`config.mk`:
```
export PLATFORM = sky130hd
export DESIGN_NAME = fw_cmd_decoder_flat
export DESIGN_NICKNAME = d
export VERILOG_FILES = /design/src/rtl/fw_cmd_decoder_if.sv /design/src/rtl/fw_cmd_decoder.sv /design/src/flat_wrapper.sv
export SDC_FILE = /design/constraint.sdc
export NUM_CORES = 1
export LEC_CHECK = 0
export ABC_CLOCK_PERIOD_IN_PS = 6100
export CAP_MARGIN = 40
export CORE_UTILIZATION = 44
export CTS_CLUSTER_DIAMETER = 200
export DETAILED_ROUTE_END_ITERATION = 7
export HOLD_SLACK_MARGIN = 0.05
export PLACE_DENSITY = 0.76
export SYNTH_ARGS = -nofsm -noshare
export SYNTH_HDL_FRONTEND = slang
export SYNTH_SLANG_ARGS = --single-unit
```
`constraint.sdc`:
```
create_clock -name fw_axi_clk -period 6.1 [get_ports fw_axi_clk]
set_input_delay 1.22 -clock fw_axi_clk [delete_from_list [all_inputs] [get_ports fw_axi_clk]]
set_output_delay 1.22 -clock fw_axi_clk [all_outputs]
set_load 0.01 [all_outputs]
```
`src/rtl/fw_cmd_decoder_if.sv`:
```
// Command/dispatch bundle between the host-side driver and fw_cmd_decoder.
// master = host and downstream environment, slave = the decoder itself.
interface fw_cmd_decoder_if;
    logic        wr_valid;
    logic [31:0] wr_data;
    logic        wr_ready;
    logic [23:0] cfg_static_0_reg;
    logic [23:0] cfg_static_1_reg;
    logic        array_wr_valid;
    logic [1:0]  array_wr_sel;
    logic [23:0] array_wr_data;
    logic        array_wr_ready;
    logic        rd_req;
    logic [2:0]  rd_sel;
    logic        rd_resp_valid;
    logic [23:0] rd_resp_data;
    logic [23:0] rd_data;
    logic        execute_start;
    logic [23:0] execute_cfg;
    logic        test_busy;
    logic [3:0]  test_done;
    logic        fw_soft_rst;
    logic [31:0] status;

    modport master (
        output wr_valid, wr_data, array_wr_ready, rd_resp_valid, rd_resp_data,
               test_busy, test_done,
        input  wr_ready, cfg_static_0_reg, cfg_static_1_reg, array_wr_valid,
               array_wr_sel, array_wr_data, rd_req, rd_sel, rd_data,
               execute_start, execute_cfg, fw_soft_rst, status
    );

    modport slave (
        input  wr_valid, wr_data, array_wr_ready, rd_resp_valid, rd_resp_data,
               test_busy, test_done,
        output wr_ready, cfg_static_0_reg, cfg_static_1_reg, array_wr_valid,
               array_wr_sel, array_wr_data, rd_req, rd_sel, rd_data,
               execute_start, execute_cfg, fw_soft_rst, status
    );
endinterface

```
`src/rtl/fw_cmd_decoder.sv`:
```
// Firmware command front-end: filters host command words by device id, decodes
// the op code and dispatches static/array/read/execute/soft-reset actions.
module fw_cmd_decoder #(
    parameter logic [3:0]  FIRMWARE_ID     = 4'h1,
    parameter int unsigned TEST_NUMBER_LSB = 14,
    parameter int unsigned RST_CYCLES      = 8,
    parameter int unsigned RD_TIMEOUT      = 255
) (
    input  logic            fw_axi_clk,
    input  logic            fw_rst,
    fw_cmd_decoder_if.slave bus
);
    localparam int unsigned CNT_W = 16;
    localparam logic [CNT_W-1:0] RD_LAST  = CNT_W'(RD_TIMEOUT - 1);
    localparam logic [CNT_W-1:0] RST_LAST = CNT_W'(RST_CYCLES - 1);

    typedef enum logic [2:0] {
        S_IDLE, S_DISPATCH, S_ARRAY_PUSH, S_READ_WAIT, S_SOFT_RST
    } state_t;

    typedef enum logic [3:0] {
        OP_NOOP         = 4'h0, OP_RST_FW       = 4'h1,
        OP_W_STATIC_0   = 4'h2, OP_R_STATIC_0   = 4'h3,
        OP_W_STATIC_1   = 4'h4, OP_R_STATIC_1   = 4'h5,
        OP_W_ARRAY_0    = 4'h6, OP_R_ARRAY_0    = 4'h7,
        OP_W_ARRAY_1    = 4'h8, OP_R_ARRAY_1    = 4'h9,
        OP_W_ARRAY_2    = 4'hA, OP_R_ARRAY_2    = 4'hB,
        OP_R_DATA_0     = 4'hC, OP_R_DATA_1     = 4'hD,
        OP_STATUS_CLEAR = 4'hE, OP_EXECUTE      = 4'hF
    } op_t;

    state_t           r_state,      w_state_nxt;
    logic [31:0]      r_cmd,        w_cmd_nxt;
    logic [CNT_W-1:0] r_cnt,        w_cnt_nxt;
    logic             r_wr_ready,   w_wr_ready_nxt;
    logic [23:0]      r_static_0,   w_static_0_nxt;
    logic [23:0]      r_static_1,   w_static_1_nxt;
    logic             r_arr_valid,  w_arr_valid_nxt;
    logic [1:0]       r_arr_sel,    w_arr_sel_nxt;
    logic [23:0]      r_arr_data,   w_arr_data_nxt;
    logic             r_rd_req,     w_rd_req_nxt;
    logic [2:0]       r_rd_sel,     w_rd_sel_nxt;
    logic [23:0]      r_rd_data,    w_rd_data_nxt;
    logic             r_exec_start, w_exec_start_nxt;
    logic [23:0]      r_exec_cfg,   w_exec_cfg_nxt;
    logic             r_soft_rst,   w_soft_rst_nxt;
    logic [31:0]      r_status,     w_status_nxt;

    logic [31:0] w_status_set;
    logic        w_status_clr;
    logic [3:0]  w_dev;
    op_t         w_op;
    logic [23:0] w_body;
    logic [3:0]  w_tn;
    logic [4:0]  w_op_bit;

    assign w_dev    = r_cmd[31:28];
    assign w_op     = op_t'(r_cmd[27:24]);
    assign w_body   = r_cmd[23:0];
    assign w_tn     = w_body[TEST_NUMBER_LSB +: 4];
    // Completion bit for ops 2..13 sits one below the op code
    assign w_op_bit = 5'(r_cmd[27:24]) - 5'd1;

    always_ff @(posedge fw_axi_clk or posedge fw_rst) begin
        if (fw_rst) begin
            r_state      <= S_IDLE;
            r_cmd        <= '0;
            r_cnt        <= '0;
            r_wr_ready   <= 1'b1;
            r_static_0   <= '0;
            r_static_1   <= '0;
            r_arr_valid  <= 1'b0;
            r_arr_sel    <= '0;
            r_arr_data   <= '0;
            r_rd_req     <= 1'b0;
            r_rd_sel     <= '0;
            r_rd_data    <= '0;
            r_exec_start <= 1'b0;
            r_exec_cfg   <= '0;
            r_soft_rst   <= 1'b0;
            r_status     <= '0;
        end else begin
            r_state      <= w_state_nxt;
            r_cmd        <= w_cmd_nxt;
            r_cnt        <= w_cnt_nxt;
            r_wr_ready   <= w_wr_ready_nxt;
            r_static_0   <= w_static_0_nxt;
            r_static_1   <= w_static_1_nxt;
            r_arr_valid  <= w_arr_valid_nxt;
            r_arr_sel    <= w_arr_sel_nxt;
            r_arr_data   <= w_arr_data_nxt;
            r_rd_req     <= w_rd_req_nxt;
            r_rd_sel     <= w_rd_sel_nxt;
            r_rd_data    <= w_rd_data_nxt;
            r_exec_start <= w_exec_start_nxt;
            r_exec_cfg   <= w_exec_cfg_nxt;
            r_soft_rst   <= w_soft_rst_nxt;
            r_status     <= w_status_nxt;
        end
    end

    always_comb begin
        w_state_nxt      = r_state;
        w_cmd_nxt        = r_cmd;
        w_cnt_nxt        = r_cnt;
        w_static_0_nxt   = r_static_0;
        w_static_1_nxt   = r_static_1;
        w_arr_valid_nxt  = r_arr_valid;
        w_arr_sel_nxt    = r_arr_sel;
        w_arr_data_nxt   = r_arr_data;
        w_rd_req_nxt     = 1'b0;
        w_rd_sel_nxt     = r_rd_sel;
        w_rd_data_nxt    = r_rd_data;
        w_exec_start_nxt = 1'b0;
        w_exec_cfg_nxt   = r_exec_cfg;
        w_soft_rst_nxt   = r_soft_rst;
        w_status_set     = '0;
        w_status_clr     = 1'b0;

        case (r_state)
            S_IDLE: begin
                if (bus.wr_valid) begin
                    w_cmd_nxt   = bus.wr_data;
                    w_state_nxt = S_DISPATCH;
                end
            end
            S_DISPATCH: begin
                w_state_nxt = S_IDLE;
                if (w_dev == FIRMWARE_ID) begin
                    case (w_op)
                        OP_RST_FW: begin
                            w_static_0_nxt = '0;
                            w_static_1_nxt = '0;
                            w_exec_cfg_nxt = '0;
                            w_rd_data_nxt  = '0;
                            w_status_clr   = 1'b1;
                            w_soft_rst_nxt = 1'b1;
                            w_cnt_nxt      = '0;
                            w_state_nxt    = S_SOFT_RST;
                        end
                        OP_W_STATIC_0: begin
                            w_static_0_nxt         = w_body;
                            w_status_set[w_op_bit] = 1'b1;
                        end
                        OP_W_STATIC_1: begin
                            w_static_1_nxt         = w_body;
                            w_status_set[w_op_bit] = 1'b1;
                        end
                        OP_R_STATIC_0: begin
                            w_rd_data_nxt          = r_static_0;
                            w_status_set[w_op_bit] = 1'b1;
                        end
                        OP_R_STATIC_1: begin
                            w_rd_data_nxt          = r_static_1;
                            w_status_set[w_op_bit] = 1'b1;
                        end
                        OP_W_ARRAY_0, OP_W_ARRAY_1, OP_W_ARRAY_2: begin
                            w_arr_valid_nxt = 1'b1;
                            w_arr_data_nxt  = w_body;
                            w_arr_sel_nxt   = (w_op == OP_W_ARRAY_0) ? 2'd0 :
                                              (w_op == OP_W_ARRAY_1) ? 2'd1 : 2'd2;
                            w_state_nxt     = S_ARRAY_PUSH;
                        end
                        OP_R_ARRAY_0, OP_R_ARRAY_1, OP_R_ARRAY_2,
                        OP_R_DATA_0, OP_R_DATA_1: begin
                            w_rd_req_nxt = 1'b1;
                            w_cnt_nxt    = '0;
                            w_state_nxt  = S_READ_WAIT;
                            case (w_op)
                                OP_R_ARRAY_0: w_rd_sel_nxt = 3'd0;
                                OP_R_ARRAY_1: w_rd_sel_nxt = 3'd1;
                                OP_R_ARRAY_2: w_rd_sel_nxt = 3'd2;
                                OP_R_DATA_0:  w_rd_sel_nxt = 3'd3;
                                default:      w_rd_sel_nxt = 3'd4;
                            endcase
                        end
                        OP_STATUS_CLEAR: w_status_clr = 1'b1;
                        OP_EXECUTE: begin
                            // Start only a single, idle test; anything else is an error
                            if ($onehot(w_tn) && !bus.test_busy) begin
                                w_exec_cfg_nxt   = w_body;
                                w_exec_start_nxt = 1'b1;
                                w_status_set[13] = 1'b1;
                            end else begin
                                w_status_set[31] = 1'b1;
                            end
                        end
                        default: ;
                    endcase
                end
            end
            S_ARRAY_PUSH: begin
                if (bus.array_wr_ready) begin
                    w_arr_valid_nxt        = 1'b0;
                    w_status_set[w_op_bit] = 1'b1;
                    w_state_nxt            = S_IDLE;
                end
            end
            S_READ_WAIT: begin
                if (bus.rd_resp_valid) begin
                    w_rd_data_nxt          = bus.rd_resp_data;
                    w_status_set[w_op_bit] = 1'b1;
                    w_state_nxt            = S_IDLE;
                end else if (r_cnt == RD_LAST) begin
                    w_rd_data_nxt    = '0;
                    w_status_set[31] = 1'b1;
                    w_state_nxt      = S_IDLE;
                end else begin
                    w_cnt_nxt = r_cnt + CNT_W'(1);
                end
            end
            S_SOFT_RST: begin
                if (r_cnt == RST_LAST) begin
                    w_soft_rst_nxt  = 1'b0;
                    w_status_set[0] = 1'b1;
                    w_state_nxt     = S_IDLE;
                end else begin
                    w_cnt_nxt = r_cnt + CNT_W'(1);
                end
            end
            default: w_state_nxt = S_IDLE;
        endcase

        // test_done is applied after a clear so a coincident done pulse survives
        w_status_nxt = (w_status_clr ? 32'd0 : r_status) | w_status_set
                     | {14'd0, bus.test_done, 14'd0};
        w_status_nxt[30:18] = '0;
        w_wr_ready_nxt      = (w_state_nxt == S_IDLE);
    end

    assign bus.wr_ready         = r_wr_ready;
    assign bus.cfg_static_0_reg = r_static_0;
    assign bus.cfg_static_1_reg = r_static_1;
    assign bus.array_wr_valid   = r_arr_valid;
    assign bus.array_wr_sel     = r_arr_sel;
    assign bus.array_wr_data    = r_arr_data;
    assign bus.rd_req           = r_rd_req;
    assign bus.rd_sel           = r_rd_sel;
    assign bus.rd_data          = r_rd_data;
    assign bus.execute_start    = r_exec_start;
    assign bus.execute_cfg      = r_exec_cfg;
    assign bus.fw_soft_rst      = r_soft_rst;
    assign bus.status           = r_status;
endmodule
```
`src/flat_wrapper.sv`:
```
// flat-port wrapper written by rule: the top's interface ports become plain ports
module fw_cmd_decoder_flat 
#(
    parameter logic [3:0]  FIRMWARE_ID     = 4'h1,
    parameter int unsigned TEST_NUMBER_LSB = 14,
    parameter int unsigned RST_CYCLES      = 8,
    parameter int unsigned RD_TIMEOUT      = 255
)
  (fw_axi_clk, fw_rst, bus_wr_valid, bus_wr_data, bus_array_wr_ready, bus_rd_resp_valid, bus_rd_resp_data, bus_test_busy, bus_test_done, bus_wr_ready, bus_cfg_static_0_reg, bus_cfg_static_1_reg, bus_array_wr_valid, bus_array_wr_sel, bus_array_wr_data, bus_rd_req, bus_rd_sel, bus_rd_data, bus_execute_start, bus_execute_cfg, bus_fw_soft_rst, bus_status);
  fw_cmd_decoder_if bus_i ();
  input  logic fw_axi_clk;
  input  logic fw_rst;
  input wire logic [$bits(bus_i.wr_valid)-1:0] bus_wr_valid;
  input wire logic [$bits(bus_i.wr_data)-1:0] bus_wr_data;
  input wire logic [$bits(bus_i.array_wr_ready)-1:0] bus_array_wr_ready;
  input wire logic [$bits(bus_i.rd_resp_valid)-1:0] bus_rd_resp_valid;
  input wire logic [$bits(bus_i.rd_resp_data)-1:0] bus_rd_resp_data;
  input wire logic [$bits(bus_i.test_busy)-1:0] bus_test_busy;
  input wire logic [$bits(bus_i.test_done)-1:0] bus_test_done;
  output wire logic [$bits(bus_i.wr_ready)-1:0] bus_wr_ready;
  output wire logic [$bits(bus_i.cfg_static_0_reg)-1:0] bus_cfg_static_0_reg;
  output wire logic [$bits(bus_i.cfg_static_1_reg)-1:0] bus_cfg_static_1_reg;
  output wire logic [$bits(bus_i.array_wr_valid)-1:0] bus_array_wr_valid;
  output wire logic [$bits(bus_i.array_wr_sel)-1:0] bus_array_wr_sel;
  output wire logic [$bits(bus_i.array_wr_data)-1:0] bus_array_wr_data;
  output wire logic [$bits(bus_i.rd_req)-1:0] bus_rd_req;
  output wire logic [$bits(bus_i.rd_sel)-1:0] bus_rd_sel;
  output wire logic [$bits(bus_i.rd_data)-1:0] bus_rd_data;
  output wire logic [$bits(bus_i.execute_start)-1:0] bus_execute_start;
  output wire logic [$bits(bus_i.execute_cfg)-1:0] bus_execute_cfg;
  output wire logic [$bits(bus_i.fw_soft_rst)-1:0] bus_fw_soft_rst;
  output wire logic [$bits(bus_i.status)-1:0] bus_status;
  assign bus_i.wr_valid = bus_wr_valid;
  assign bus_i.wr_data = bus_wr_data;
  assign bus_i.array_wr_ready = bus_array_wr_ready;
  assign bus_i.rd_resp_valid = bus_rd_resp_valid;
  assign bus_i.rd_resp_data = bus_rd_resp_data;
  assign bus_i.test_busy = bus_test_busy;
  assign bus_i.test_done = bus_test_done;
  assign bus_wr_ready = bus_i.wr_ready;
  assign bus_cfg_static_0_reg = bus_i.cfg_static_0_reg;
  assign bus_cfg_static_1_reg = bus_i.cfg_static_1_reg;
  assign bus_array_wr_valid = bus_i.array_wr_valid;
  assign bus_array_wr_sel = bus_i.array_wr_sel;
  assign bus_array_wr_data = bus_i.array_wr_data;
  assign bus_rd_req = bus_i.rd_req;
  assign bus_rd_sel = bus_i.rd_sel;
  assign bus_rd_data = bus_i.rd_data;
  assign bus_execute_start = bus_i.execute_start;
  assign bus_execute_cfg = bus_i.execute_cfg;
  assign bus_fw_soft_rst = bus_i.fw_soft_rst;
  assign bus_status = bus_i.status;
  fw_cmd_decoder #(.FIRMWARE_ID(FIRMWARE_ID), .TEST_NUMBER_LSB(TEST_NUMBER_LSB), .RST_CYCLES(RST_CYCLES), .RD_TIMEOUT(RD_TIMEOUT)) u_core (.fw_axi_clk(fw_axi_clk), .fw_rst(fw_rst), .bus(bus_i));
endmodule
```
==> run notes, run 1 <==
run metrics: CTS tree=yes, total CTS buffers=17, Post-Layout Cell Count=approximately 1,300, P_seq=2.17 mW, setup_tns=0 ns, Overall Power=~4.9 mW, vias in the first global route=6,979, Top cell area share=a little under three fifths, NetSw=between 1.5 and 2 mW, Via density=5.69, CP max-delay cell=or4bb_1, Fin. Hold Viols=0, post-synth top area cell=dfrtp_1, Hold Path Class=reg2reg, crit-path max FO=28, synth unique cells=around 63, post-CTS setup buffers=0, WHS=about 0.48 ns, GPL Wtd Cong=roughly 0.9, fp util=45.0%, top cells by area=dfrtp_1 57%, mux2_2 6.9%, a22o_1 5.4%, CP Data Arrival Time=3.76 ns, Die W=143 µm, most frequent CP cell=buf_4, ant diodes=0, Port-buffer cells=between 200 and 250, Post-synth EDFFs=0, Pwr top=registers, initial antenna violation count=0, number of warnings in the stage logs=29, final routed DRC violation total=0, DIE AREA=0.0206 mm², worst r2r dst=u_core.bus.execute_cfg[13], Largest register FFs=32, Rows=51, Comb power=roughly 1.6 mW, R2R Setup Slk=2.88 ns, Comb pwr share=32.8%, Leak=5.03 nW, Worst R2R Start=u_core.r_cmd[15], Latency at later pin=0.44 ns, DP Worst Slack=2.25 ns, max-capacitance violation count=0, Longest Clk Path Bufs=2, TritonCTS sink count=200, Slew HR=between 20 and 25%, Worst-Margin Slew=between 1 and 1.5 ns, internal power=between 3 and 4 mW, top_reg_cell synth=dfrtp_1, PwrDens=413 mW/mm², die height=143 µm, Reg with most FFs=u_core.r_cmd, Critical Path Start=bus_rd_resp_valid, DP Cell Count=~1,200, top cells by count=199 x dfrtp_1, 54 x a22o_1, 54 x mux2_2, DR pass1 iterations=5, CORE AREA=0.0195 mm², post-CTS resize count=0, clk pwr=1.09 mW, WP depth=8, Worst Setup Slack, final=2.67 ns, clock skew=0.0147 ns, hold path cells=2, hold_buf cts=0, type of origin of the critical path=primary input, number of I/O pins=228, yosys cell count=790, Placed Area=around 0.011 mm², run status=finished, final reports clean, Mapped Area=0.00879 mm², final slew viol count=0, RSZ-0062 raised after global routing=false, Synth Seq Share=56.9%, Syn. warnings=0, switch share=34.4%, Clock power frac=22.4%, Crit path required time=6.44 ns, VDD IR max=0.279 mV, Clock Tree Root=clkbuf_16, post-DP HPWL=17,200 µm, share of post-route cells with drive strength above 1=12.1%, Final nets=1,052, Yosys chip area=0.00879 mm², CP bufs+invs=3, Worst path max stage delay=0.52 ns, sequential cell fraction of total power=~45%, hold_sp=u_core.bus.rd_data[22], first-pass GRT wire length=38,500 µm, largest net degree at the start of global routing=between 200 and 250, final non-filler cell area=0.0117 mm², FMAX=slightly below 300 MHz, Final min period=roughly 3.4 ns, post-layout period usage=between 50% and 60%, fin util=60.1%, GRT overflow=0, drt initial violations=674, FFs w/ async S/R, synth=100%, synthesized netlist cell count=790, Top Family by Delay on Critical Path=buffers and inverters, Routed Antenna Nets=0, Clk pin slew, worst setup/hold paths=0.08 ns, synth-to-layout area growth=33.5%, hold endpoint=u_core.bus.rd_data[22], FF-to-FF path depth=9, mean post-synth cell area=11.1 µm², Worst Path Class, Setup=in2reg, Synth Register Bits=~200, count leader, synth=dfrtp_1, # setup viols final=0, CTS HTree Levels=4, Filler cells=around 1,600, Crit. End Element=register, worst-path cell chain=clkdlybuf4s50_1 > buf_4 > or4bb_1 > o211ai_1 > o21ai_1 > buf_4 > or2_2 > o41ai_1, critical path endpoint=u_core.r_cnt[6], Total GRT Usage=24.8%
## run 1: kinds of logic (layout without fill, tap and decap cells)
logic type / after synthesis / in the layout / share of synthesized area (%)
muxes: 56 / 56 / 7.14
and+or+nand+nor: 183 / 183 / 10.7
adders and majority gates: 6 / 6 / 0.939
DFF: 200 / 200 / 56.9
buffers and inverters: 106 / 297 / 5.58
AOI/OAI and AO/OA: 238 / 238 / 18.7
other: 1 / 13 / 0.0426
## run 1: final cells by class
class / instances / area [µm²] / share of cell area [%]
Timing Repair Buffer: 231 / 2310 / 19.7
Multi-Input combinational cell: 496 / 3400 / 29.0
Inverter: 34 / 131 / 1.12
Clock inverter: 12 / 115 / 0.980
Tap cell: 265 / 332 / 2.82
Sequential cell: 200 / 5010 / 42.6
Clock buffer: 20 / 447 / 3.80
## run 1: worst min-delay path, delay by kind of cell (launching register included)
kind	cells	cell delay [ns]
simple gates	1	0.05
flops	1	0.34
compound gates	1	0.06
## run 1: layout by cell type (no fill, tap or decap), types with 4 or more instances in the layout
master           count
clkdlybuf4s50_1    214
dfrtp_1            199
a22o_1              54
mux2_2              54
o21ai_0             47
nand2_1             45
nor2_1              43
inv_1               33
a31oi_1             32
nand3_1             32
a22oi_1             25
o21ai_1             22
clkbuf_16           17
a21oi_1             13
conb_1              13
buf_4               13
o31ai_1             11
or4_1                8
o211ai_1             5
a21o_1               5
nand2b_1             5
a32o_1               5
ha_1                 5
nor2b_1              4
nand3b_1             4
nor4_1               4
nor3_1               4
inv_6                4
## run 1: per-layer routing
layer / GRT usage, % / vias to the layer above / wire, µm / part of all wire, %
met4: 8.51 / 0 / 555 / 2.2
met1: 35.2 / 3554 / 11000 / 44
met3: 6.43 / 34 / 1990 / 8.0
li1: - / 3261 / - / -
met2: 36.7 / 315 / 11200 / 45
met5: 0 / - / 0 / 0
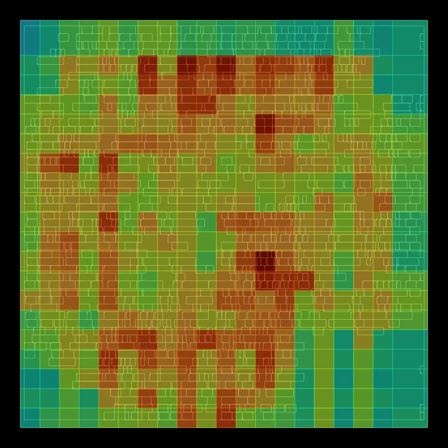
**Above:** run 1 (routing congestion).
WL/cell: 19.7 µm
GRT met1 Usage: 35.2%
met3 Use GR: 6.43%

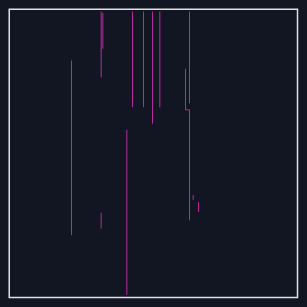
**Above:** run 1 (M4 wires).
Drawn at 2 px/µm.
main direction = vertical
longest straight run = 87.0 µm
vias: 7,164
Routed WL: 24,700 µm

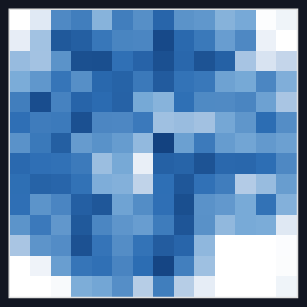
**Above:** run 1 (cell density map).
Drawn at 2 px/µm. 14 x 14 tiles, from white (low) to dark blue (high), 0 to 100% covered.
fullest tile = 93%
nearly empty tiles = 8.7%
mean over tiles = 56%
tiles over 75% full = 21%
emptiest ninth of the die = lower right

==> run 2: changes to the inputs <==
--- a/config.mk
+++ b/config.mk
@@ -5,13 +5,13 @@
 export SDC_FILE = /design/constraint.sdc
 export NUM_CORES = 1
 export LEC_CHECK = 0
-export ABC_CLOCK_PERIOD_IN_PS = 6100
+export ABC_CLOCK_PERIOD_IN_PS = 3350
 export CAP_MARGIN = 40
-export CORE_UTILIZATION = 44
+export CORE_UTILIZATION = 49
 export CTS_CLUSTER_DIAMETER = 200
 export DETAILED_ROUTE_END_ITERATION = 7
 export HOLD_SLACK_MARGIN = 0.05
-export PLACE_DENSITY = 0.76
+export PLACE_DENSITY = 0.8
 export SYNTH_ARGS = -nofsm -noshare
 export SYNTH_HDL_FRONTEND = slang
 export SYNTH_SLANG_ARGS = --single-unit
==> constraint.sdc (replaced) <==
create_clock -name fw_axi_clk -period 3.35 [get_ports fw_axi_clk]
set_input_delay 0.67 -clock fw_axi_clk [delete_from_list [all_inputs] [get_ports fw_axi_clk]]
set_output_delay 0.67 -clock fw_axi_clk [all_outputs]
set_load 0.01 [all_outputs]
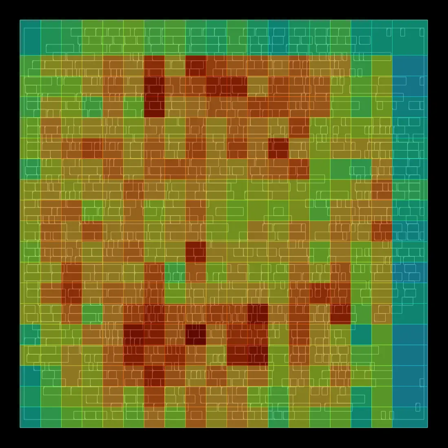
**Above:** run 2 (routing congestion).
met2 Resource Use GR: 39.7%
Total GRT Usage: 27.8%

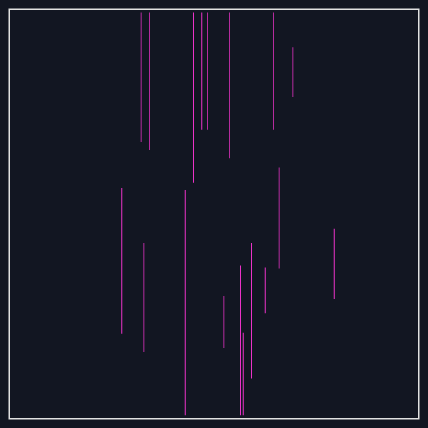
**Above:** run 2 (M4 wires).
Drawn at 3 px/µm.
nets with wire on the layer = 16
longest straight run = 74.8 µm
share of all routed wire = 2.8%

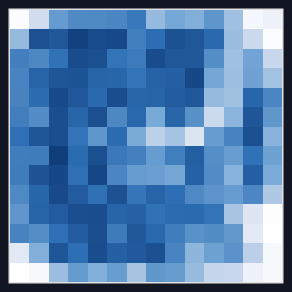
**Above:** run 2 (cell density map).
Drawn at 2 px/µm. 14 x 14 tiles, from white (low) to dark blue (high), 0 to 100% covered.
nearly empty tiles = 2.6%
fullest tile = 94%
emptiest ninth of the die = lower right
tiles over 75% full = 38%
fin util: 67.7%
CORE AREA: 0.0174 mm²
fp util: 50.5%

==> run 2 against run 1 <==
Largest cell class unchanged. Sequential share of layout area fell by 0.21 points. Die size fell by 10%. Critical path depth grew 1. Synthesized cell count did not move. Largest power group unchanged. Register-to-register slack worse by 2.4 ns. Clock power is 88% higher.
==> run notes, run 2 <==
run metrics: CTS HTree Levels=4, DIE AREA=~0.018 mm², Worst path max stage delay=0.56 ns, Crit path required time=3.69 ns, synthesized netlist cell count=slightly below 800, aoi share=18.7%, DR pass1 iterations=5, top_reg_cell synth=dfrtp_1, Rows=48, Largest register FFs=32, internal power=5.87 mW, post-DP HPWL=17,500 µm, # setup viols final=0, WP depth=9, DP Worst Slack=0.316 ns, P_seq=3.91 mW, CP max-delay cell=nor4b_1, Clock Tree Root=clkbuf_16, Port-buffer cells=around 210, FF-to-FF path depth=9, drt initial violations=roughly 630, post-layout period usage=85.2%, CP Data Arrival Time=3.20 ns, Top Family by Delay on Critical Path=adder cells, Slew HR=45.6%, sequential cell fraction of total power=43.5%, Commonest Layout Cell=clkdlybuf4s50_1, Clock power frac=22.8%, top cells by area=dfrtp_1 57%, mux2_2 6.9%, a22o_1 5.4%, Synth Register Bits=around 200, adder share=less than 1%, CTS tree=yes, WL/cell=between 20 and 25 µm, most frequent cells in the layout=214 x clkdlybuf4s50_1, 199 x dfrtp_1, 54 x a22o_1, 54 x mux2_2, 47 x o21ai_0, first-pass GRT wire length=38,600 µm, post-synth top area cell=dfrtp_1, clk pwr=slightly above 2 mW, Final nets=roughly 1,100, XOR Share, Synth=0%, switch share=34.8%, hold path cells=1, hold endpoint=u_core.bus.status[15], post-CTS setup buffers=0, FFs w/ async S/R, synth=100%, Pwr top=registers, Post-synth EDFFs=0, Longest Clk Path Bufs=2, CP bufs+invs=1, Filler cells=between 1,000 and 1,500, mean post-synth cell area=11.1 µm², Worst Setup Slack, final=roughly 0.5 ns, Final min period=2.85 ns, Mux area share=7.14%, VDD IR max=0.466 mV, initial antenna violation count=0, hold_buf cts=0, Crit. End Element=register, Via density=5.84, total CTS buffers=17, max-capacitance violation count=0, FMAX=350 MHz, Fin. Hold Viols=0, Comb pwr share=approximately a third, Clk pin slew, worst setup/hold paths=approximately 0.070 ns, TritonCTS sink count=~200, GPL Wtd Cong=0.892, Simple Share, Synth=a little over a tenth, GRT overflow=0, vias in the first global route=6,811, RSZ-0062 raised after global routing=false, R2R Setup Slk=0.50 ns, type of origin of the critical path=register, Largest logic family=AND-OR/OR-AND gates, number of warnings in the stage logs=29, Yosys chip area=0.00879 mm², Mapped Area=roughly 0.0088 mm², synth unique cells=63, Worst-Margin Slew=0.817 ns, ant diodes=0, share of post-route cells with drive strength above 1=13.0%, Routed Antenna Nets=0, Comb power=3.04 mW, Reg with most FFs=u_core.r_cmd, clock skew=approximately 0.014 ns, PwrDens=762 mW/mm², Latency at later pin=0.43 ns, yosys cell count=790, Leak=5.09 nW, Die W=around 140 µm, Top cell area share=between 50% and 60%, largest net degree at the start of global routing=around 120, NetSw=3.13 mW, worst-path cell chain=ha_1 > ha_1 > fa_1 > nor4b_1 > a31oi_1 > nor2_2 > buf_12 > nand3_1 > o21ai_0, crit-path max FO=around 48, Synth Seq Share=between 50% and 60%, synth-to-layout area growth=34.2%, setup_tns=0 ns, most frequent CP cell=ha_1, Routed WL=25,200 µm, post-CTS resize count=0, die height=136 µm, Worst R2R Start=u_core.r_cmd[14], vias=7,165, Syn. warnings=0, run status=finished, final reports clean, final routed DRC violation total=0, top cells by count=199 x dfrtp_1, 54 x a22o_1, 54 x mux2_2, number of I/O pins=228, final slew viol count=0, Worst Path Class, Setup=reg2reg, Hold Path Class=reg2reg, hold_sp=u_core.bus.status[15], count leader, synth=dfrtp_1, worst r2r dst=u_core.bus.execute_cfg[14]
run 2: worst reg2reg max path, stage by stage (launching register included):
cell and delay, ns:
dfrtp_1 0.44, ha_1 0.31, ha_1 0.22, fa_1 0.46
nor4b_1 0.56, a31oi_1 0.18, nor2_2 0.16, buf_12 0.23
nand3_1 0.11, o21ai_0 0.10
run 2: layout make-up:
cell class	instances	area [µm²]	area share, %
clock buffer	20	457	3.87
sequential	200	5010	42.4
multi-input combinational	496	3400	28.8
inverter	34	131	1.11
clock inverter	12	133	1.12
timing repair buffer	240	2390	20.3
tap	225	282	2.39
run 2: layer usage:
metal  global-route usage (%)  wire length (µm)  up-vias
li1                         -                 -     3268
met1                     41.0             11100     3531
met2                     39.7             11300      326
met3                     6.64              2100       40
met4                     10.8               694        0
met5                        0                 0        -
run 2: cell families after synthesis:
group | Yosys count
AOI/OAI and AO/OA | 238
muxes | 56
buffers and inverters | 106
other | 1
adders and majority gates | 6
DFF | 200
and+or+nand+nor | 183
run 2: how the worst max path moves through the flow:
stage / startpoint / end / slack (ns)
3_5_place_dp: bus_rd_resp_valid / u_core.r_cnt[15] / 0.32
4_1_cts: u_core.r_cmd[14] / u_core.bus.execute_cfg[14] / 0.51
5_1_grt: u_core.r_cmd[14] / u_core.bus.execute_cfg[14] / 0.25
3_3_place_gp: bus_rd_resp_valid / u_core.r_cnt[15] / 0.34
2_1_floorplan: fw_rst / u_core.bus.array_wr_data[0] / 0.09
6_report: u_core.r_cmd[14] / u_core.bus.execute_cfg[14] / 0.50
run 2: through the flow:
step                hold slack [ns]  cell area, µm²  instances  power [mW]
floorplan                     0.459            8840        802        5.17
global placement              0.458           11200       1193        6.83
detailed placement            0.464           11200       1195        6.93
CTS                           0.480           11800       1227        9.00
global route                  0.502           11800       1227        9.41
finish                        0.479           11800       1227        9.00
Power is estimated from default activity; no workload was simulated.
